**src/rtl/regfile_wb_arbiter.sv**
```systemverilog
// Round-robin writeback arbiter for the single register-file write port,
// with a registered write stage and a busy scoreboard for issue stalls.
module regfile_wb_arbiter #(
    parameter bit ZERO_REG_WRITABLE = 1'b1,
    parameter int CNT_W             = 16
) (
    input  logic             clk,
    input  logic             rst,
    input  logic             req0_valid,
    input  logic [3:0]       req0_addr,
    input  logic [15:0]      req0_data,
    output logic             req0_ready,
    input  logic             req1_valid,
    input  logic [3:0]       req1_addr,
    input  logic [15:0]      req1_data,
    output logic             req1_ready,
    input  logic             mark_en,
    input  logic [3:0]       mark_addr,
    output logic             rf_w_en,
    output logic [3:0]       rf_addr_c,
    output logic [15:0]      rf_data_c,
    output logic [15:0]      busy,
    output logic             last_grant,
    output logic [CNT_W-1:0] wb_count
);

    // Handshake: a write transfers when valid & ready are both high at a rising
    // edge. Ready is combinational from both valids and last_grant; a requester
    // must not make its valid depend on its ready.
    logic             w_grant0;
    logic             w_grant1;
    logic             w_xfer;
    logic [3:0]       w_addr;
    logic [15:0]      w_data;
    logic             w_issue;
    logic             w_mark;
    logic [15:0]      w_busy_next;

    logic             r_rf_w_en;
    logic [3:0]       r_rf_addr_c;
    logic [15:0]      r_rf_data_c;
    logic [15:0]      r_busy;
    logic             r_last_grant;
    logic [CNT_W-1:0] r_wb_count;

    assign w_grant0 = !rst && req0_valid && (!req1_valid || r_last_grant);
    assign w_grant1 = !rst && req1_valid && (!req0_valid || !r_last_grant);
    assign w_xfer   = w_grant0 || w_grant1;
    assign w_addr   = w_grant1 ? req1_addr : req0_addr;
    assign w_data   = w_grant1 ? req1_data : req0_data;

    // Register 0 may be hard-wired: accept the handshake but never write it.
    assign w_issue  = w_xfer && (ZERO_REG_WRITABLE || (w_addr != 4'd0));
    assign w_mark   = mark_en && (ZERO_REG_WRITABLE || (mark_addr != 4'd0));

    // Clear first, then mark, so a same-register mark overrides the clear.
    always_comb begin
        w_busy_next = r_busy;
        if (w_xfer) begin
            w_busy_next[w_addr] = 1'b0;
        end
        if (w_mark) begin
            w_busy_next[mark_addr] = 1'b1;
        end
    end

    always_ff @(posedge clk) begin
        if (rst) begin
            r_rf_w_en    <= 1'b0;
            r_rf_addr_c  <= 4'd0;
            r_rf_data_c  <= 16'd0;
            r_busy       <= 16'd0;
            r_last_grant <= 1'b1;
            r_wb_count   <= '0;
        end else begin
            r_rf_w_en <= w_issue;
            if (w_issue) begin
                r_rf_addr_c <= w_addr;
                r_rf_data_c <= w_data;
            end
            if (w_xfer) begin
                r_last_grant <= w_grant1;
                r_wb_count   <= r_wb_count + 1'b1;
            end
            r_busy <= w_busy_next;
        end
    end

    assign req0_ready = w_grant0;
    assign req1_ready = w_grant1;
    assign rf_w_en    = r_rf_w_en;
    assign rf_addr_c  = r_rf_addr_c;
    assign rf_data_c  = r_rf_data_c;
    assign busy       = r_busy;
    assign last_grant = r_last_grant;
    assign wb_count   = r_wb_count;

endmodule

```
**config.mk**
```make
export PLATFORM = sky130hd
export DESIGN_NAME = regfile_wb_arbiter
export DESIGN_NICKNAME = d
export VERILOG_FILES = /design/src/rtl/regfile_wb_arbiter.sv
export SDC_FILE = /design/constraint.sdc
export NUM_CORES = 1
export LEC_CHECK = 0
export CAP_MARGIN = 20
export CORE_AREA = 2 2 98 100
export CTS_CLUSTER_SIZE = 28
export DETAILED_ROUTE_END_ITERATION = 8
export DIE_AREA = 0 0 100 102
export GPL_TIMING_DRIVEN = 0
export PLACE_DENSITY_LB_ADDON = 0.25
export SLEW_MARGIN = 5
export SYNTH_ARGS = -nofsm -noshare
export SYNTH_HDL_FRONTEND = slang
export SYNTH_SLANG_ARGS = --single-unit
```
**constraint.sdc**
```tcl
create_clock -name clk -period 3.05 [get_ports clk]
set_input_delay 0.305 -clock clk [delete_from_list [all_inputs] [get_ports clk]]
set_output_delay 0.305 -clock clk [all_outputs]
set_load 0.05 [all_outputs]
```
Fig. 1: cell area per tile
(3 px per um) 10 x 10 tiles, from black (low) to pale yellow (high), 0 to 100% covered.
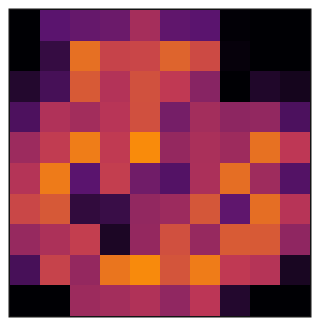
The mean over all tiles is 37%. 13% of the tiles are nearly empty. The fullest tile reaches 75%.

Fig. 2: placed cells, one colour a class
(4 px per um) Fill, decap, tap and diode cells in grey.
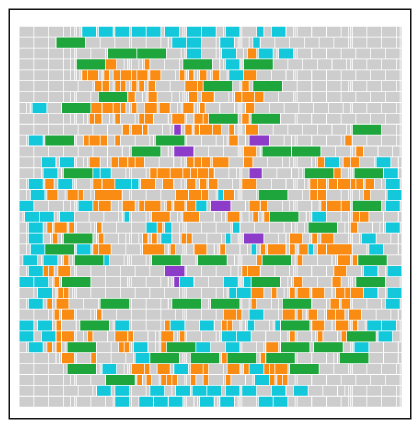
Orange shows all other logic, cells 252, share of their area 39%. Green shows flip-flops, cells 54, share of their area 29%. Cyan shows other buffers and delay cells, cells 123, share of their area 30%. Purple shows clock drivers and dummy loads, cells 8, share of their area 2.3%.
flop share of the area: 27.5%
FP Rows: 35
final non-filler cell area: 0.00393 mm2

Fig. 3: clock routing
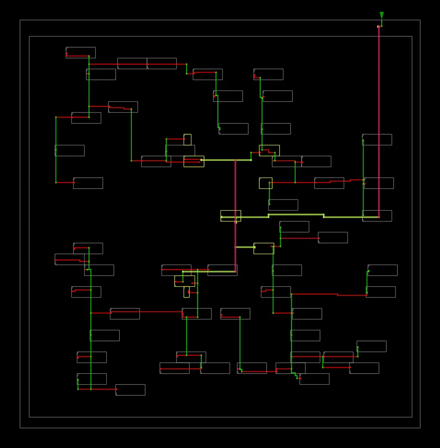
insertion delay to the later sink of the worst-skew pair: 0.30 ns
number of clock sinks: 54
number of flip-flops and latches: 54

Fig. 4: zoomed window
Window x 38 to 63, y 38 to 63 um. Cells in grey, sequential cells in the stronger grey; small squares are vias.
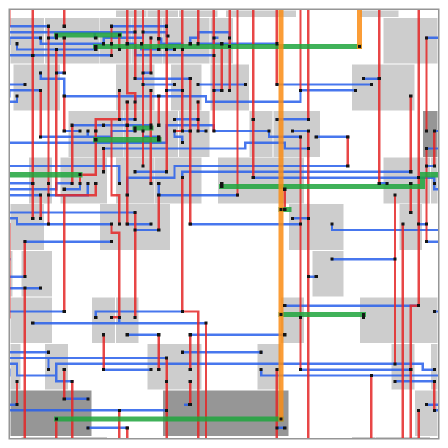
Red shows met2. Blue shows met1. Green shows met3. Orange shows met4.
40 logic cells have their middle in the window. Most frequent: nor2_1 (5), clkbuf_1 (3), nand2_1 (3). Netlist names of flops here include rf_addr_c (2). Sequential cells in the window: 2.

Fig. 5: clock network drawn from the DEF
(6 px per um)
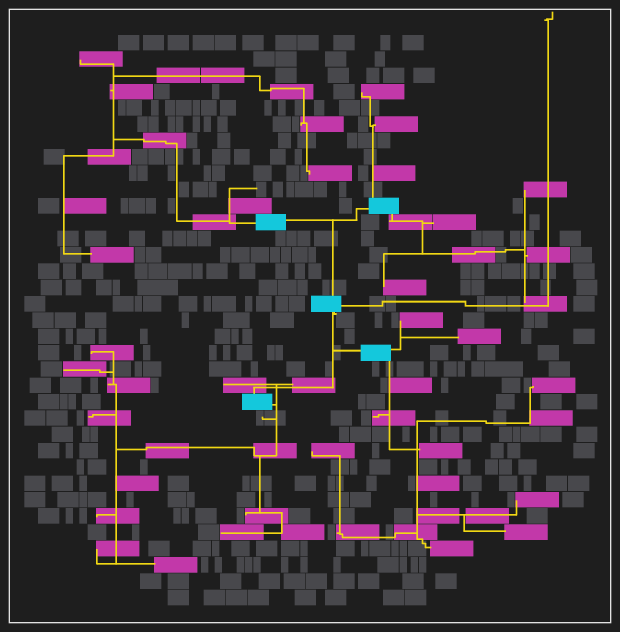
Cyan shows cells driving clock nets, count 5. Yellow shows clock wires, length 713 um. Magenta shows flip-flops, count 54.
There are 6 routed clock nets.
Max Clock Skew: 0.0125 ns
clock network power share: 25.6%
clock network power consumption: 0.000397 W

==> run notes <==
Status of the implementation.

- The final-layout clock-cell area share is 2.20%, for reference.
- Combinational cells consume a total of 0.000404 W.
- TritonRoute output was used to compute an average wire per cell of 14.6 um.
- The total die size is 0.0102 mm2, for reference.
- Per the run report, area growth between synthesis and finish was 46.5%.
- The primary flip-flop cell chosen by synthesis mapping is dfxtp_1, for reference.
- According to the report, the first pass of detailed routing completed in 4 iterations.
- The capture point of the critical path was reported as req1_ready.
- The critical register-to-register path startpoint is last_grant$_SDFFE_PP1N_, for reference.
- At the end of the flow, the number of nets in the layout was 486.
- The run finished with clean final reports.
- The synthesis run shows multiplexers occupying 0.793% of the cell area.
- Each instance of the synthesized netlist takes up on average 8.20 um2.
- Subtracting the final worst setup slack from the clock period gives 2.65 ns.
- Yosys instantiated no cell more often than dfxtp_1.
- The layout has 960 filler cells.
- The top fanout value on the critical path is 10, for reference.
- The longest incremental delay of any stage on the critical path is reported as 0.82 ns.
- In the final layout, flip-flops and latches occupy 0.00108 mm2.
- The post-synthesis adder-cell area fraction is 0.466%, for reference.
- The critical path launch point is req1_valid, for reference.
- The cell count after placement is 540, for reference.
- After synthesis the cells add up to 0.00268 mm2.
- The clock tree buffer depth is 2, for reference.
- The worst setup path is captured at an output pin.
- In this run the critical register-to-register path is captured at busy[15]$_SDFF_PP0_.
- The multi-input gate area in the final layout is 0.00148 mm2, for reference.
- The largest power group is registers, for reference.
- The worst path arrival time is 2.35 ns, for reference.
- The number of nets handed over by synthesis was 377.
- In the final layout, the share of cells above drive strength 1 is 8.01%.
- In this run the maximum-capacitance check reported violations numbering 0.
- The highest-utilization routing layer at the global route stage is met2, for reference.
- The smallest hold slack is 0.371 ns, for reference.
[placed cells by master, fill, tap and decap left out, types with 2 or more instances in the layout]
cell type	netlist	layout
o21ai_0	10	10
and3_1	4	4
buf_2	9	9
a311oi_1	26	26
nand4b_1	4	4
nand4_1	9	9
nor3b_1	2	2
clkbuf_8	0	5
dfxtp_1	54	54
a31oi_1	3	3
nand2b_1	4	4
a211oi_1	10	10
nor2b_1	7	7
nor2_1	50	50
and4_1	3	3
buf_4	4	4
or3_1	5	5
a21oi_1	21	21
xor2_1	9	9
nand2_1	52	52
nand3b_1	2	2
clkdlybuf4s50_1	0	102
nand3_1	5	5
clkinv_4	1	2
clkbuf_1	6	7
[registers in the layout, indices dropped and copies added (netlist names)]
signal      flops
busy           16
rf_data_c      16
wb_count       16
rf_addr_c       4
last_grant      1
rf_w_en         1
No activity file was given, so power comes from the tool's default toggle rates.
